--- src/rtl/cpu_pkg.sv ---
// Purpose: shared types and constants for the multicycle 8-bit CPU and its memory responder.
// Latency: none; declarations only.
// Backpressure: not applicable.
// Contents: bus widths, responder FSM state encoding and arbiter grant encoding.
package cpu_pkg;

  localparam int ADDR_W = 8;
  localparam int DATA_W = 8;

  typedef enum logic [1:0] {
    IDLE = 2'd0,
    WAIT = 2'd1,
    RESP = 2'd2
  } state_t;

  typedef enum logic {
    FETCH = 1'b0,
    DATA  = 1'b1
  } grant_t;

endpackage

--- src/rtl/mem_responder_if.sv ---
// Purpose: req/ack bus between the CPU (fetch + data ports) and the memory responder.
// Latency: none; wires only.
// Backpressure: each req is held by its initiator until the matching one-cycle ack.
// Modports: master = CPU side (drives requests), slave = responder side (drives acks/rdata/busy).
interface mem_responder_if;
  import cpu_pkg::*;

  logic              if_req;
  logic [ADDR_W-1:0] if_addr;
  logic              if_ack;
  logic [DATA_W-1:0] if_rdata;

  logic              dm_req;
  logic              dm_we;
  logic [ADDR_W-1:0] dm_addr;
  logic [DATA_W-1:0] dm_wdata;
  logic              dm_ack;
  logic [DATA_W-1:0] dm_rdata;

  logic              busy;

  modport master (
    output if_req, if_addr, dm_req, dm_we, dm_addr, dm_wdata,
    input  if_ack, if_rdata, dm_ack, dm_rdata, busy
  );

  modport slave (
    input  if_req, if_addr, dm_req, dm_we, dm_addr, dm_wdata,
    output if_ack, if_rdata, dm_ack, dm_rdata, busy
  );

endinterface

--- src/rtl/mem_array_sp.sv ---
// Purpose: synchronous single-port RAM, one access per cycle when en is high.
// Latency: read data registered, valid the cycle after the enabled read edge.
// Backpressure: none; the caller owns scheduling. Ports: clk, en, we, addr, wdata, rdata.
// Contents are not reset; rdata holds its last read value when not reading.
module mem_array_sp #(
  parameter int DEPTH  = 256,
  parameter int DATA_W = 8
) (
  input  logic                     clk,
  input  logic                     en,
  input  logic                     we,
  input  logic [$clog2(DEPTH)-1:0] addr,
  input  logic [DATA_W-1:0]        wdata,
  output logic [DATA_W-1:0]        rdata
);

  logic [DATA_W-1:0] mem [DEPTH];

  always_ff @(posedge clk) begin
    if (en) begin
      if (we) begin
        mem[addr] <= wdata;
      end else begin
        rdata <= mem[addr];
      end
    end
  end

endmodule

--- src/rtl/mem_responder.sv ---
// Purpose: round-robin responder serving the CPU fetch and data ports from one single-port RAM.
// Latency: ack WAIT_CYCLES+1 cycles after the IDLE cycle that samples req; acks spaced >= WAIT_CYCLES+2.
// Backpressure: requesters hold req until ack; one transaction in flight, the other port waits in IDLE.
// Ports: clk, rst (sync, active-high), bus (slave modport: fetch req/addr/ack/rdata, data req/we/addr/wdata/ack/rdata, busy).
module mem_responder
  import cpu_pkg::*;
#(
  parameter int DEPTH       = 256,
  parameter int WAIT_CYCLES = 1
) (
  input  logic            clk,
  input  logic            rst,
  mem_responder_if.slave  bus
);

  localparam int AW = $clog2(DEPTH);
  localparam logic [3:0] WAIT_LOAD = (WAIT_CYCLES > 0) ? 4'(WAIT_CYCLES - 1) : 4'd0;

  state_t            state, state_nxt;
  grant_t            last_grant, cur_port, winner;
  logic [AW-1:0]     lat_addr;
  logic              lat_we;
  logic [DATA_W-1:0] lat_wdata;
  logic [3:0]        wait_cnt;
  logic [DATA_W-1:0] if_rdata_q, dm_rdata_q;

  logic              any_req;
  logic [AW-1:0]     sel_addr;
  logic              sel_we;
  logic              ram_access;
  logic              ram_en, ram_we;
  logic [AW-1:0]     ram_addr;
  logic [DATA_W-1:0] ram_wdata, ram_rdata;

  // Arbiter: a lone request wins; on contention the port that did not win last time goes.
  always_comb begin
    any_req = bus.if_req | bus.dm_req;
    if (bus.if_req && bus.dm_req) begin
      winner = (last_grant == FETCH) ? DATA : FETCH;
    end else if (bus.dm_req) begin
      winner = DATA;
    end else begin
      winner = FETCH;
    end
    // Upper address bits fall away here, so addresses wrap modulo DEPTH.
    sel_addr = (winner == DATA) ? bus.dm_addr[AW-1:0] : bus.if_addr[AW-1:0];
    sel_we   = (winner == DATA) && bus.dm_we;
  end

  // Next state, plus the RAM access that must land on the edge entering RESP.
  always_comb begin
    state_nxt  = state;
    ram_access = 1'b0;
    ram_addr   = lat_addr;
    ram_we     = lat_we;
    ram_wdata  = lat_wdata;
    case (state)
      IDLE: begin
        if (any_req) begin
          if (WAIT_CYCLES > 0) begin
            state_nxt = WAIT;
          end else begin
            // Zero wait states: nothing is latched yet, so access with the live winner.
            state_nxt  = RESP;
            ram_access = 1'b1;
            ram_addr   = sel_addr;
            ram_we     = sel_we;
            ram_wdata  = bus.dm_wdata;
          end
        end
      end
      WAIT: begin
        if (wait_cnt == 4'd0) begin
          state_nxt  = RESP;
          ram_access = 1'b1;
        end
      end
      RESP:    state_nxt = IDLE;
      default: state_nxt = IDLE;
    endcase
  end

  // Reset on the commit edge drops the access, so an in-flight write never lands.
  assign ram_en = ram_access && !rst;

  always_ff @(posedge clk) begin
    if (rst) begin
      state      <= IDLE;
      last_grant <= FETCH;
      cur_port   <= FETCH;
      lat_addr   <= '0;
      lat_we     <= 1'b0;
      lat_wdata  <= '0;
      wait_cnt   <= 4'd0;
      if_rdata_q <= '0;
      dm_rdata_q <= '0;
    end else begin
      state <= state_nxt;
      if (state == IDLE && any_req) begin
        cur_port   <= winner;
        last_grant <= winner;
        lat_addr   <= sel_addr;
        lat_we     <= sel_we;
        lat_wdata  <= bus.dm_wdata;
        wait_cnt   <= WAIT_LOAD;
      end else if (state == WAIT && wait_cnt != 4'd0) begin
        wait_cnt <= wait_cnt - 4'd1;
      end
      // Capture the read result at the end of RESP so each port's rdata holds afterwards.
      if (state == RESP) begin
        if (cur_port == FETCH) begin
          if_rdata_q <= ram_rdata;
        end else if (!lat_we) begin
          dm_rdata_q <= ram_rdata;
        end
      end
    end
  end

  mem_array_sp #(
    .DEPTH  (DEPTH),
    .DATA_W (DATA_W)
  ) u_ram (
    .clk   (clk),
    .en    (ram_en),
    .we    (ram_we),
    .addr  (ram_addr),
    .wdata (ram_wdata),
    .rdata (ram_rdata)
  );

  // Only one port can be granted, so the acks are mutually exclusive by construction.
  assign bus.if_ack   = (state == RESP) && (cur_port == FETCH) && !rst;
  assign bus.dm_ack   = (state == RESP) && (cur_port == DATA) && !rst;
  assign bus.if_rdata = bus.if_ack ? ram_rdata : if_rdata_q;
  assign bus.dm_rdata = (bus.dm_ack && !lat_we) ? ram_rdata : dm_rdata_q;
  assign bus.busy     = (state != IDLE);

endmodule

--- src/flat_wrapper.sv ---
// flat-port wrapper written by rule: the top's interface ports become plain ports
module mem_responder_flat import cpu_pkg::*;
#(
  parameter int DEPTH       = 256,
  parameter int WAIT_CYCLES = 1
)
  (clk, rst, bus_if_req, bus_if_addr, bus_dm_req, bus_dm_we, bus_dm_addr, bus_dm_wdata, bus_if_ack, bus_if_rdata, bus_dm_ack, bus_dm_rdata, bus_busy);
  mem_responder_if bus_i ();
  input  logic clk;
  input  logic rst;
  input wire logic [$bits(bus_i.if_req)-1:0] bus_if_req;
  input wire logic [$bits(bus_i.if_addr)-1:0] bus_if_addr;
  input wire logic [$bits(bus_i.dm_req)-1:0] bus_dm_req;
  input wire logic [$bits(bus_i.dm_we)-1:0] bus_dm_we;
  input wire logic [$bits(bus_i.dm_addr)-1:0] bus_dm_addr;
  input wire logic [$bits(bus_i.dm_wdata)-1:0] bus_dm_wdata;
  output wire logic [$bits(bus_i.if_ack)-1:0] bus_if_ack;
  output wire logic [$bits(bus_i.if_rdata)-1:0] bus_if_rdata;
  output wire logic [$bits(bus_i.dm_ack)-1:0] bus_dm_ack;
  output wire logic [$bits(bus_i.dm_rdata)-1:0] bus_dm_rdata;
  output wire logic [$bits(bus_i.busy)-1:0] bus_busy;
  assign bus_i.if_req = bus_if_req;
  assign bus_i.if_addr = bus_if_addr;
  assign bus_i.dm_req = bus_dm_req;
  assign bus_i.dm_we = bus_dm_we;
  assign bus_i.dm_addr = bus_dm_addr;
  assign bus_i.dm_wdata = bus_dm_wdata;
  assign bus_if_ack = bus_i.if_ack;
  assign bus_if_rdata = bus_i.if_rdata;
  assign bus_dm_ack = bus_i.dm_ack;
  assign bus_dm_rdata = bus_i.dm_rdata;
  assign bus_busy = bus_i.busy;
  mem_responder #(.DEPTH(DEPTH), .WAIT_CYCLES(WAIT_CYCLES)) u_core (.clk(clk), .rst(rst), .bus(bus_i));
endmodule
--- config.mk ---
export PLATFORM = sky130hd
export DESIGN_NAME = mem_responder_flat
export DESIGN_NICKNAME = d
export VERILOG_FILES = /design/src/rtl/cpu_pkg.sv /design/src/rtl/mem_responder_if.sv /design/src/rtl/mem_array_sp.sv /design/src/rtl/mem_responder.sv /design/src/flat_wrapper.sv
export SDC_FILE = /design/constraint.sdc
export NUM_CORES = 2
export LEC_CHECK = 0
export CORE_MARGIN = 3
export CORE_UTILIZATION = 46
export CTS_CLUSTER_DIAMETER = 50
export DETAILED_ROUTE_END_ITERATION = 12
export PLACE_DENSITY_LB_ADDON = 0.08
export SYNTH_ARGS = -nofsm -noshare
export SYNTH_HDL_FRONTEND = slang
export SYNTH_HIERARCHICAL = 1
export SYNTH_SLANG_ARGS = --single-unit
--- constraint.sdc ---
create_clock -name clk -period 5.7 [get_ports clk]
set_input_delay 0.855 -clock clk [delete_from_list [all_inputs] [get_ports clk]]
set_output_delay 0.855 -clock clk [all_outputs]
set_load 0.005 [all_outputs]
Routed clock nets over the placement:
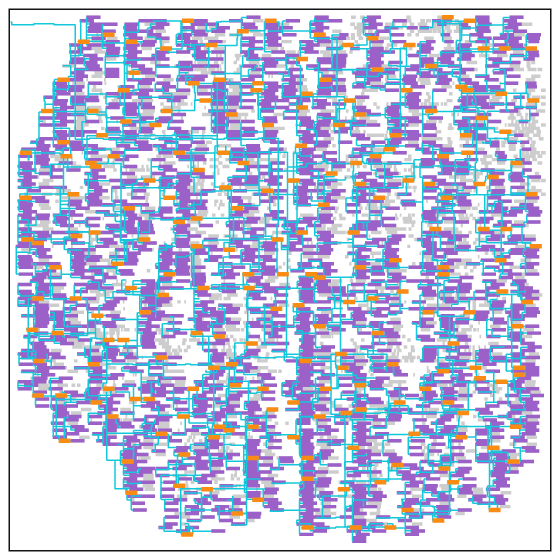
[clock wires] cyan | length: 23.6 mm
[cells driving clock nets] orange | count: 216
[flip-flops] purple | count: 2096
flops lie: all over the die
routed clock nets: 217
Latency at later pin: 0.84 ns
Worst Skew: 0.02579 ns
Clk power: 14.4 mW
clock share of power: 0.420

Clock wiring as the flow saved it:
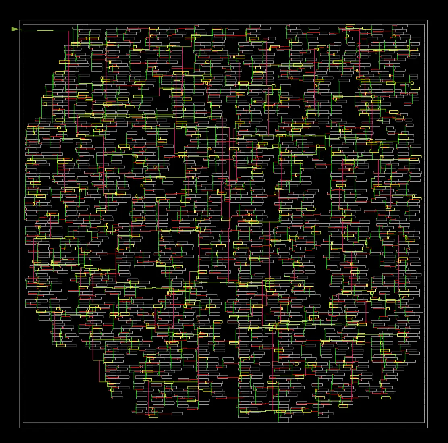
num sequential: 2096
CTS Buf Count: 216
clock buf count: 255

Sequential cells grouped by signal name:
The bar under the picture is 100 µm long. Other sequential cells in the stronger grey, the rest of the logic in the fainter grey.
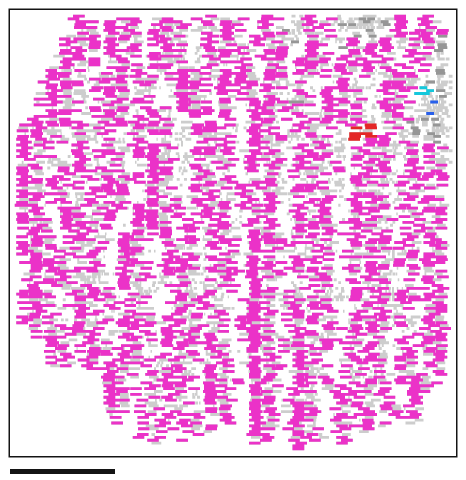
| netlist name | colour | flops |
|---|---|---|
| u_core/u_ram/mem | magenta | 2048 |
| u_core/u_ram/rdata | red | 8 |
| u_core/state | blue | 2 |
| u_core/wait_cnt | cyan | 4 |
not coloured: 34
total sequential power: 17.3 mW
Util after Layout: 0.5292
FF/Latch Area: 62580 µm²

Cell classes on the final placement:
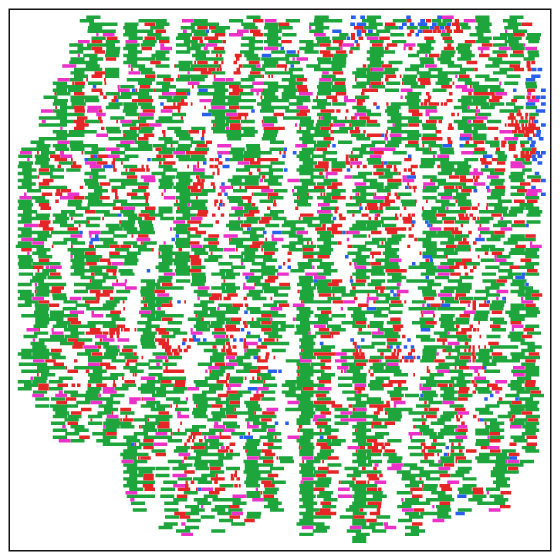
| class | colour | cells | share of their area |
|---|---|---|---|
| flops | green | 2096 | 71% |
| all other logic | red | 1345 | 19% |
| other buffers and delay cells | blue | 186 | 2.1% |
| clock drivers and dummy loads | magenta | 401 | 8.3% |
sequential share of cell area: 0.6863
Core Rows: 152
fin area: 91180 µm²

## stage by stage
step / power (mW) / area (µm²) / setup slack, ns / std cells
3_5_place_dp: 20.24 / 83860 / 0.4170 / 5937
5_1_grt: 35.39 / 91180 / 0.6175 / 6338
6_report: 34.28 / 91180 / 0.7850 / 6338
4_1_cts: 34.59 / 91180 / 0.8165 / 6338
2_1_floorplan: 19.16 / 80100 / 1.447 / 3675
3_3_place_gp: 20.20 / 83860 / 0.4984 / 5937
## layout make-up
type | instances | share of cell area
Clock buffer | 255 | 0.06170
Clock inverter | 146 | 0.01857
Inverter | 6 | 0.0002470
Multi-Input combinational cell | 1339 | 0.1812
Sequential cell | 2096 | 0.6863
Tap cell | 2310 | 0.03170
Timing Repair Buffer | 186 | 0.02031
## cell families after synthesis
kind of cell / synth area share
buf+inv: 0.01389
fa+ha+maj: 0.0001562
compound gates: 0.04048
simple gates: 0.01731
mux: 0.1474
flops: 0.7808
## where the power goes
part / switching [mW] / leakage [nW] / internal (mW)
Combinational: 1.65 / 5.00 / 0.961
Sequential: 0.149 / 19.2 / 17.1
Clock: 5.95 / 3.53 / 8.45
## worst paths after layout
check | cells past startpoint | from | endpoint
hold reg to reg | 1 | u_core/if_rdata_q[7] | u_core/if_rdata_q[7]
setup reg to reg | 8 | u_core/wait_cnt[0] | u_core/u_ram/mem[202][0]
hold / removal | 1 | u_core/if_rdata_q[7] | u_core/if_rdata_q[7]
setup / recovery | 8 | u_core/wait_cnt[0] | u_core/u_ram/mem[202][0]
## state kept, by name, summed over array words and instances (netlist names)
register	flops
u_core/cur_port	1
u_core/dm_rdata_q	8
u_core/if_rdata_q	8
u_core/lat_addr	8
u_core/lat_wdata	8
u_core/lat_we	1
u_core/state	2
u_core/u_ram/mem	2048
u_core/u_ram/rdata	8
u_core/wait_cnt	4
==> impl_metrics.env <==
# flow metrics
export IMPL_ios=48
export IMPL_rsz0062_at_grt="false"
export IMPL_clkTransAtPathRegs_ns=0.06
export IMPL_cts_setup_buffers=0
export IMPL_vias=39130
export IMPL_avgSynthCellArea_um2=21.79
export IMPL_wl_met3_mm=17.27
export IMPL_start_kind="register"
export IMPL_htreeDepth=4
export IMPL_crit_path_end_kind="register"
export IMPL_fin_crit_sh=0.8623
export IMPL_critPathBufInv=1
export IMPL_finalCriticalPeriod_ns=4.915
export IMPL_slew_viol_final=0
export IMPL_ant_nets=0
export IMPL_top_area_cell="edfxtp_1"
export IMPL_areaGrowthSynthToFinish_pct=13.84
export IMPL_drt_met1_wl_mm=87.92
export IMPL_synth_net_count=3705
export IMPL_outcome="finished clean"
export IMPL_drive_gt1_frac=0.2557
export IMPL_cpPeakStageDelay_ns=0.93
export IMPL_yosysMostFrequentCell="edfxtp_1"
export IMPL_layout_top_cell="edfxtp_1"
export IMPL_finalSetupViolations=0
export IMPL_max_slew_margin_rel=0.1522
export IMPL_via_per_inst=6.174
export IMPL_cts_sinks=2096
export IMPL_ys_cells=3675
export IMPL_core_um2=172300
export IMPL_dieArea_um2=179200
export IMPL_die_w_um=423.3
export IMPL_wirelength_mm=212.4
export IMPL_holdBufCountCts=0
export IMPL_top_cells_by_count="2056 x edfxtp_1, 512 x mux4_2, 260 x nor2_1"
export IMPL_hold_viol_final=0
export IMPL_top_area_frac=0.7708
export IMPL_ff2ff_setup_slack_ns=0.79
export IMPL_numSynthFlops=2096
export IMPL_grt_use_met2=0.3750
export IMPL_wl_per_cell_um=33.51
export IMPL_grt_max_degree=154
export IMPL_worst_ep_required_time_ns=6.15
export IMPL_dr_pass1_iters=6
export IMPL_synthTopCellsByArea="edfxtp_1 77%, mux4_2 14%, a22oi_1 2.4%"
export IMPL_cts_root_buf="clkbuf_16"
export IMPL_routabilityCongestion=0.8579
export IMPL_hp_class="reg2reg"
export IMPL_cap_violations=0
export IMPL_ctsLongestPathBuffers=3
export IMPL_comb_area_um2=16520
export IMPL_synth_edff_count=2056
export IMPL_irDropWorstVdd_mv=0.3435
export IMPL_path_max_fanout=16
export IMPL_crit_family="simple AND/OR/NAND/NOR gates"
export IMPL_die_height_um=423.3
export IMPL_grt_pass1_vias=40120
export IMPL_yosysChipArea_um2=80100
export IMPL_drc=0
export IMPL_ys_warn_count=6
export IMPL_syn_area_um2=80100
export IMPL_cp_slowest_cell="nor2_1"
export IMPL_fmax_mhz=203.5
export IMPL_grt_pass1_wl_mm=305.3
export IMPL_dr_wl_met2_mm=101.8
export IMPL_warnings=45
export IMPL_hold_ws_ns=0.4706
export IMPL_cp_cell_sequence="inv_1, ha_1, or3b_2, nor3_1, nand2_1, nor3b_1, nand2_2, nor2_1"
export IMPL_ctsResizeCount=0
export IMPL_grt_total_usage=0.2381
export IMPL_flop_cell="edfxtp_1"
export IMPL_met1_usage=0.3408
export IMPL_fillerInstances=13150
export IMPL_antenna_found_initial=3
No activity file was given, so power comes from the tool's default toggle rates.
